===== src/rtl/conv_pkg.sv =====
// Shared types and sizing helpers for the K x K multi-channel convolution MAC.
// Defaults mirror the top-level parameter defaults.
package conv_pkg;

   typedef enum logic [2:0] {
      ST_IDLE   = 3'd0,
      ST_LOAD_W = 3'd1,
      ST_ACCUM  = 3'd2,
      ST_OUT    = 3'd3,
      ST_DONE   = 3'd4
   } state_t;

   localparam int DATA_WIDTH_D = 8;
   localparam int OUT_WIDTH_D  = 32;
   localparam int K_D          = 3;
   localparam int CH_D         = 4;
   localparam int PIX_W_D      = 16;

   // Counter width that stays legal when the count range collapses to one value.
   function automatic int cnt_w(input int n);
      return (n > 1) ? $clog2(n) : 1;
   endfunction

   localparam int KK       = K_D * K_D;
   localparam int NW       = CH_D * KK;
   localparam int PROD_W   = 2 * DATA_WIDTH_D;
   localparam int W_IDX_W  = cnt_w(NW);
   localparam int CH_IDX_W = cnt_w(CH_D);

endpackage


===== src/rtl/conv_dot_kxk.sv =====
// Combinational signed dot product of one K x K window with one channel's weights,
// products sign-extended to OUT_WIDTH and summed with two's-complement wrap.
module conv_dot_kxk
   import conv_pkg::*;
#(
   parameter int DATA_WIDTH = DATA_WIDTH_D,
   parameter int OUT_WIDTH  = OUT_WIDTH_D,
   parameter int K          = K_D
) (
   input  logic        [K*K*DATA_WIDTH-1:0] window,
   input  logic        [K*K*DATA_WIDTH-1:0] weights,
   output logic signed [OUT_WIDTH-1:0]      dot
);

   localparam int MUL_W = 2 * DATA_WIDTH;

   logic signed [MUL_W-1:0] prod [K*K];

   genvar gi;
   generate
      for (gi = 0; gi < K*K; gi++) begin : g_mul
         assign prod[gi] = $signed(window[gi*DATA_WIDTH +: DATA_WIDTH])
                         * $signed(weights[gi*DATA_WIDTH +: DATA_WIDTH]);
      end
   endgenerate

   always_comb begin
      dot = '0;
      for (int i = 0; i < K*K; i++) begin
         dot = dot + OUT_WIDTH'(prod[i]);
      end
   end

endmodule


===== src/rtl/conv_kxk_mac.sv =====
// K x K, CH-channel convolution MAC: serial weight load, per-channel window
// accumulation, bias add and optional ReLU, with valid/ready on every side.
module conv_kxk_mac
   import conv_pkg::*;
#(
   parameter int DATA_WIDTH = DATA_WIDTH_D,
   parameter int OUT_WIDTH  = OUT_WIDTH_D,
   parameter int K          = K_D,
   parameter int CH         = CH_D,
   parameter int PIX_W      = PIX_W_D
) (
   input  logic                         clk,
   input  logic                         rst,
   input  logic                         start,
   output logic                         done,
   input  logic [PIX_W-1:0]             num_pix,
   input  logic                         reload_w,
   input  logic                         relu_en,
   input  logic [OUT_WIDTH-1:0]         bias,
   input  logic                         weight_valid_in,
   output logic                         weight_ready_out,
   input  logic [DATA_WIDTH-1:0]        weight_data,
   input  logic                         input_valid_in,
   output logic                         input_ready_out,
   input  logic [K*K*DATA_WIDTH-1:0]    window_data,
   output logic                         out_valid_out,
   input  logic                         out_ready_in,
   output logic [OUT_WIDTH-1:0]         out_data
);

   localparam int WIN_N  = K * K;
   localparam int BANK_N = CH * WIN_N;
   localparam int WC_W   = cnt_w(BANK_N);
   localparam int CC_W   = cnt_w(CH);

   state_t state_reg, state_next;

   logic [PIX_W-1:0]            num_pix_reg;
   logic [PIX_W-1:0]            pix_cnt_reg;
   logic                        reload_w_reg;
   logic                        relu_en_reg;
   logic signed [OUT_WIDTH-1:0] bias_reg;
   logic signed [OUT_WIDTH-1:0] acc_reg;
   logic signed [OUT_WIDTH-1:0] out_reg;
   logic signed [OUT_WIDTH-1:0] dot;
   logic signed [OUT_WIDTH-1:0] sum_w;
   logic [WC_W-1:0]             w_cnt_reg;
   logic [CC_W-1:0]             ch_reg;
   logic [DATA_WIDTH-1:0]       w_bank [BANK_N];
   logic [WIN_N*DATA_WIDTH-1:0] ch_weights;

   logic w_fire, in_fire, out_fire;
   logic w_last, ch_last, pix_last;

   assign w_fire   = weight_valid_in & weight_ready_out & reload_w_reg;
   assign in_fire  = input_valid_in & input_ready_out;
   assign out_fire = out_valid_out & out_ready_in;
   assign w_last   = (w_cnt_reg == WC_W'(BANK_N - 1));
   assign ch_last  = (ch_reg == CC_W'(CH - 1));
   assign pix_last = ((pix_cnt_reg + PIX_W'(1)) == num_pix_reg);

   // ---------------- control FSM ----------------
   always_ff @(posedge clk or posedge rst) begin
      if (rst) state_reg <= ST_IDLE;
      else     state_reg <= state_next;
   end

   always_comb begin
      state_next       = state_reg;
      weight_ready_out = 1'b0;
      input_ready_out  = 1'b0;
      out_valid_out    = 1'b0;
      done             = 1'b0;
      case (state_reg)
         ST_IDLE: begin
            if (start) begin
               if (num_pix == '0)  state_next = ST_DONE;
               else if (reload_w)  state_next = ST_LOAD_W;
               else                state_next = ST_ACCUM;
            end
         end
         ST_LOAD_W: begin
            weight_ready_out = 1'b1;
            if (w_fire && w_last) state_next = ST_ACCUM;
         end
         ST_ACCUM: begin
            input_ready_out = 1'b1;
            if (in_fire && ch_last) state_next = ST_OUT;
         end
         ST_OUT: begin
            out_valid_out = 1'b1;
            if (out_fire) state_next = pix_last ? ST_DONE : ST_ACCUM;
         end
         ST_DONE: begin
            done       = 1'b1;
            state_next = ST_IDLE;
         end
         default: state_next = ST_IDLE;
      endcase
   end

   // ---------------- weight bank ----------------
   genvar gi;
   generate
      for (gi = 0; gi < BANK_N; gi++) begin : g_bank
         always_ff @(posedge clk or posedge rst) begin
            if (rst)
               w_bank[gi] <= '0;
            else if (w_fire && (w_cnt_reg == WC_W'(gi)))
               w_bank[gi] <= weight_data;
         end
      end
      // Present the current channel's K*K weights to the dot-product unit.
      for (gi = 0; gi < WIN_N; gi++) begin : g_chw
         assign ch_weights[gi*DATA_WIDTH +: DATA_WIDTH] =
            w_bank[WC_W'(int'(ch_reg) * WIN_N + gi)];
      end
   endgenerate

   conv_dot_kxk #(
      .DATA_WIDTH (DATA_WIDTH),
      .OUT_WIDTH  (OUT_WIDTH),
      .K          (K)
   ) u_dot (
      .window  (window_data),
      .weights (ch_weights),
      .dot     (dot)
   );

   assign sum_w    = acc_reg + dot + bias_reg;
   assign out_data = out_reg;

   // ---------------- datapath ----------------
   always_ff @(posedge clk or posedge rst) begin
      if (rst) begin
         num_pix_reg  <= '0;
         pix_cnt_reg  <= '0;
         reload_w_reg <= 1'b0;
         relu_en_reg  <= 1'b0;
         bias_reg     <= '0;
         acc_reg      <= '0;
         out_reg      <= '0;
         w_cnt_reg    <= '0;
         ch_reg       <= '0;
      end else begin
         if (state_reg == ST_IDLE && start) begin
            num_pix_reg  <= num_pix;
            reload_w_reg <= reload_w;
            relu_en_reg  <= relu_en;
            bias_reg     <= bias;
            pix_cnt_reg  <= '0;
            acc_reg      <= '0;
            ch_reg       <= '0;
            w_cnt_reg    <= '0;
         end
         if (w_fire)
            w_cnt_reg <= w_last ? '0 : w_cnt_reg + WC_W'(1);
         if (in_fire) begin
            acc_reg <= acc_reg + dot;
            ch_reg  <= ch_last ? '0 : ch_reg + CC_W'(1);
            if (ch_last)
               out_reg <= (relu_en_reg && sum_w[OUT_WIDTH-1]) ? '0 : sum_w;
         end
         if (out_fire) begin
            acc_reg     <= '0;
            ch_reg      <= '0;
            pix_cnt_reg <= pix_cnt_reg + PIX_W'(1);
         end
      end
   end

endmodule


===== config.mk =====
export PLATFORM = sky130hd
export DESIGN_NAME = conv_kxk_mac
export DESIGN_NICKNAME = d
export VERILOG_FILES = /design/src/rtl/conv_pkg.sv /design/src/rtl/conv_dot_kxk.sv /design/src/rtl/conv_kxk_mac.sv
export SDC_FILE = /design/constraint.sdc
export NUM_CORES = 2
export LEC_CHECK = 0
export CORE_MARGIN = 4
export CORE_UTILIZATION = 59
export CTS_CLUSTER_DIAMETER = 40
export DETAILED_ROUTE_END_ITERATION = 6
export PLACE_DENSITY = 0.8
export SLEW_MARGIN = 15
export SYNTH_ARGS = -nofsm -noshare
export SYNTH_HDL_FRONTEND = slang
export SYNTH_SLANG_ARGS = --single-unit
export TNS_END_PERCENT = 5

===== constraint.sdc =====
create_clock -name clk -period 17.75 [get_ports clk]
set_input_delay 5.325 -clock clk [delete_from_list [all_inputs] [get_ports clk]]
set_output_delay 5.325 -clock clk [all_outputs]
set_load 0.01 [all_outputs]

==> flow_summary_export.csv <==
group,metric,value,unit
run_status,outcome,"complete, but fails checks",
run_status,violations,"negative setup slack",
final_layout,drive_gt1_share,20.2,%
logic_synthesis,top_cell_area_share,31.8,%
floorplanning,dieHeight,319,µm
drt,drc_errors,0,
clocking,clockBufferDepth,3,
logic_synthesis,edf_count,0,
final_layout,nets,7063,
grt,grt_pass1_wl,260,mm
logic_synthesis,async_flop_share,100,%
final_layout,top_register,"w_bank",
min_path,min-delay-start,"reload_w_reg",
final_layout,mi_logic_area,0.0420,mm²
logic_synthesis,synth_adder_area_share,39.1,%
critical_path,ff2ff_setup_slack,0.70,ns
logic_synthesis,ys_ff,429,
drt,finalWirelength,165,mm
clocking,cts-root-buf,"clkbuf_16",
logic_synthesis,mux_share,16.8,%
grt,top_usage_layer,"met2",
critical_path,crit_arrival,19.61,ns
placement,hpwl,130,mm
timing,worst_slack,-1.38,ns
grt,gr-total-overflow,0,
final_layout,ff_latch_area,0.0107,mm²
timing,finalSetupViolations,32,
logic_synthesis,ys_sh_xor,1.87,%
grt,antenna_found_initial,9,
logic_synthesis,ys_seq_share,18.9,%
grt,use_met1,42.2,%
clocking,clock_sinks,429,
clocking,cts_tree,"done",
critical_path,cp_common_cell,"fa_1",
timing,hold_ws,0.487,ns
drt,drtIter0Drc,4089,
critical_path,r2r-start,"ch_reg[1]",
floorplanning,dieArea,0.101,mm²
grt,met3_usage,7.97,%
drt,vias,42000,
final_layout,fin_area,0.0650,mm²
drt,drtPass1Iterations,6,
logic_synthesis,synth-compound-area-share,5.23,%
timing,rsz0062_at_grt,"true",
logic_synthesis,syn_inst,5308,
cells in the mapped netlist (all sizes together), types with 38 or more instances:
cell and n:
a211oi 38, a21oi 136, a22o 39, and2 248
buf 94, clkbuf 100, dfrtp 429, fa 904
ha 330, inv 1037, mux2 312, mux2i 82
mux4 232, nand2 612, nand2b 39, nor2 163
o21ai 114, xnor2 90
layout by cell type (no fill, tap or decap), types with 11 or more instances in the layout:
master           synthesis  routed
a211oi_1                34      31
buf_4                    6     321
fa_1                   904     887
xnor2_1                 90      80
mux4_2                 232     232
nor2_1                 163     157
nand2b_1                39      39
fa_2                     0      17
o22ai_1                 23      23
nor3_1                  22      21
o21a_1                  12      12
o21ai_0                103      97
nor4_1                  11      11
nand2_1                612     609
and3_1                  28      27
ha_4                     0      15
dfrtp_1                429     427
ha_1                   330     313
inv_6                    0      11
a21oi_2                  8      20
mux2_2                 312     312
dlygate4sd2_1            0      16
a22o_1                  39      39
a21o_1                  23      23
buf_12                   0      11
a21oi_1                128     116
nor2b_1                 16      16
inv_1                 1037    1029
clkdlybuf4s50_1          0     146
clkbuf_16                0      68
xor2_1                  29      29
and2_1                 246     241
mux2i_1                 82      82
o211ai_1                16      16
nand3_1                 21      20
or2_2                   29      28
cells by family after synthesis:
logic type                 after synthesis
AOI/OAI and AO/OA                      457
muxes                                  626
adders and majority gates             1234
buffers and inverters                 1231
and+or+nand+nor                       1211
DFF                                    429
xor gates and xnor gates               120
worst max-delay path by stage:
| stage | slack, ns | startpoint | end | cells past startpoint |
|---|---|---|---|---|
| after floorplan | -0.66 | window_data[5] | out_data[23] | 59 |
| after global placement | -2.29 | window_data[5] | out_data[23] | 55 |
| after global routing | -1.91 | window_data[6] | out_data[23] | 59 |
| final | -1.38 | window_data[5] | out_data[29] | 62 |
| after detailed placement | -2.47 | window_data[5] | out_data[23] | 55 |
| after CTS | -1.36 | window_data[21] | out_data[17] | 57 |
area by class of cell:
class                           count  share of cell area, %
Inverter                         1037                   6.00
Antenna cell                       10                 0.0385
Tap cell                         1265                   2.43
Multi-Input combinational cell   3648                   64.6
Clock buffer                       76                   2.72
Clock inverter                     50                  0.948
Timing Repair Buffer              509                   6.79
Sequential cell                   429                   16.5
critical path, delay by kind of cell:
family | cells | cell delay, ns
AOI/OAI and AO/OA | 17 | 2.91
xor gates and xnor gates | 3 | 0.50
adders and majority gates | 19 | 8.23
buffers and inverters | 17 | 1.73
and+or+nand+nor | 6 | 0.88
timing repair:
action | 4_1_cts | 5_1_grt
pin swaps | 59 | 9
hold buffers | 0 | 0
resized | 80 | 21
gates cloned | 2 | 0
setup buffers | 12 | 1
endpoints found under the setup margin | 37 | 40
through the flow:
step	util, %	TNS (ns)	setup WS, ns	std cells
finish	68.3	-42.84	-1.38	7024
CTS	68.2	-42.55	-1.36	7013
global route	68.2	-61.27	-1.91	7014
global placement	65.3	-78.25	-2.29	6873
detailed placement	65.3	-84.88	-2.47	6873
floorplan	-	-19.74	-0.662	5308
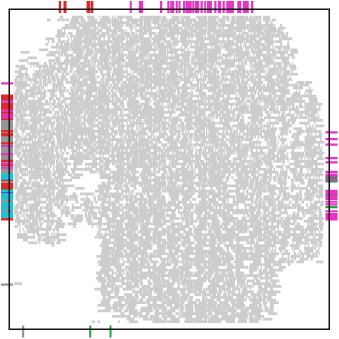
(ports around the boundary)
Scale: 1 px per µm. Pins as bars across the die edge, other pins in gray.
color	port	pins	direction	edge
magenta	`window_data`	72	input	40 top, 23 right, 9 left
blue	`input_valid_in`	1	input	left
cyan	`num_pix`	16	input	left
green	`weight_data`	8	input	5 right, 2 bottom, 1 left
red	`bias`	32	input	25 left, 7 top
all pins by edge	94 left, 47 top, 28 right, 3 bottom

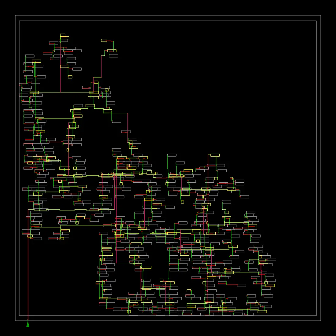
(clock routing)
Setup Skew: 0.0774 ns
Late-Pin Clk Latency: 0.66 ns
TritonCTS buffer count: 68

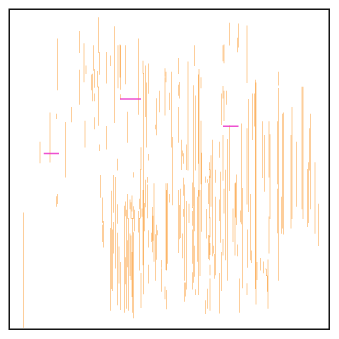
(metal layers overlaid)
Scale: 1 px per µm. Only two layers are drawn.
color	layer	wire length
orange	M4	10500 µm
magenta	M5	46.9 µm

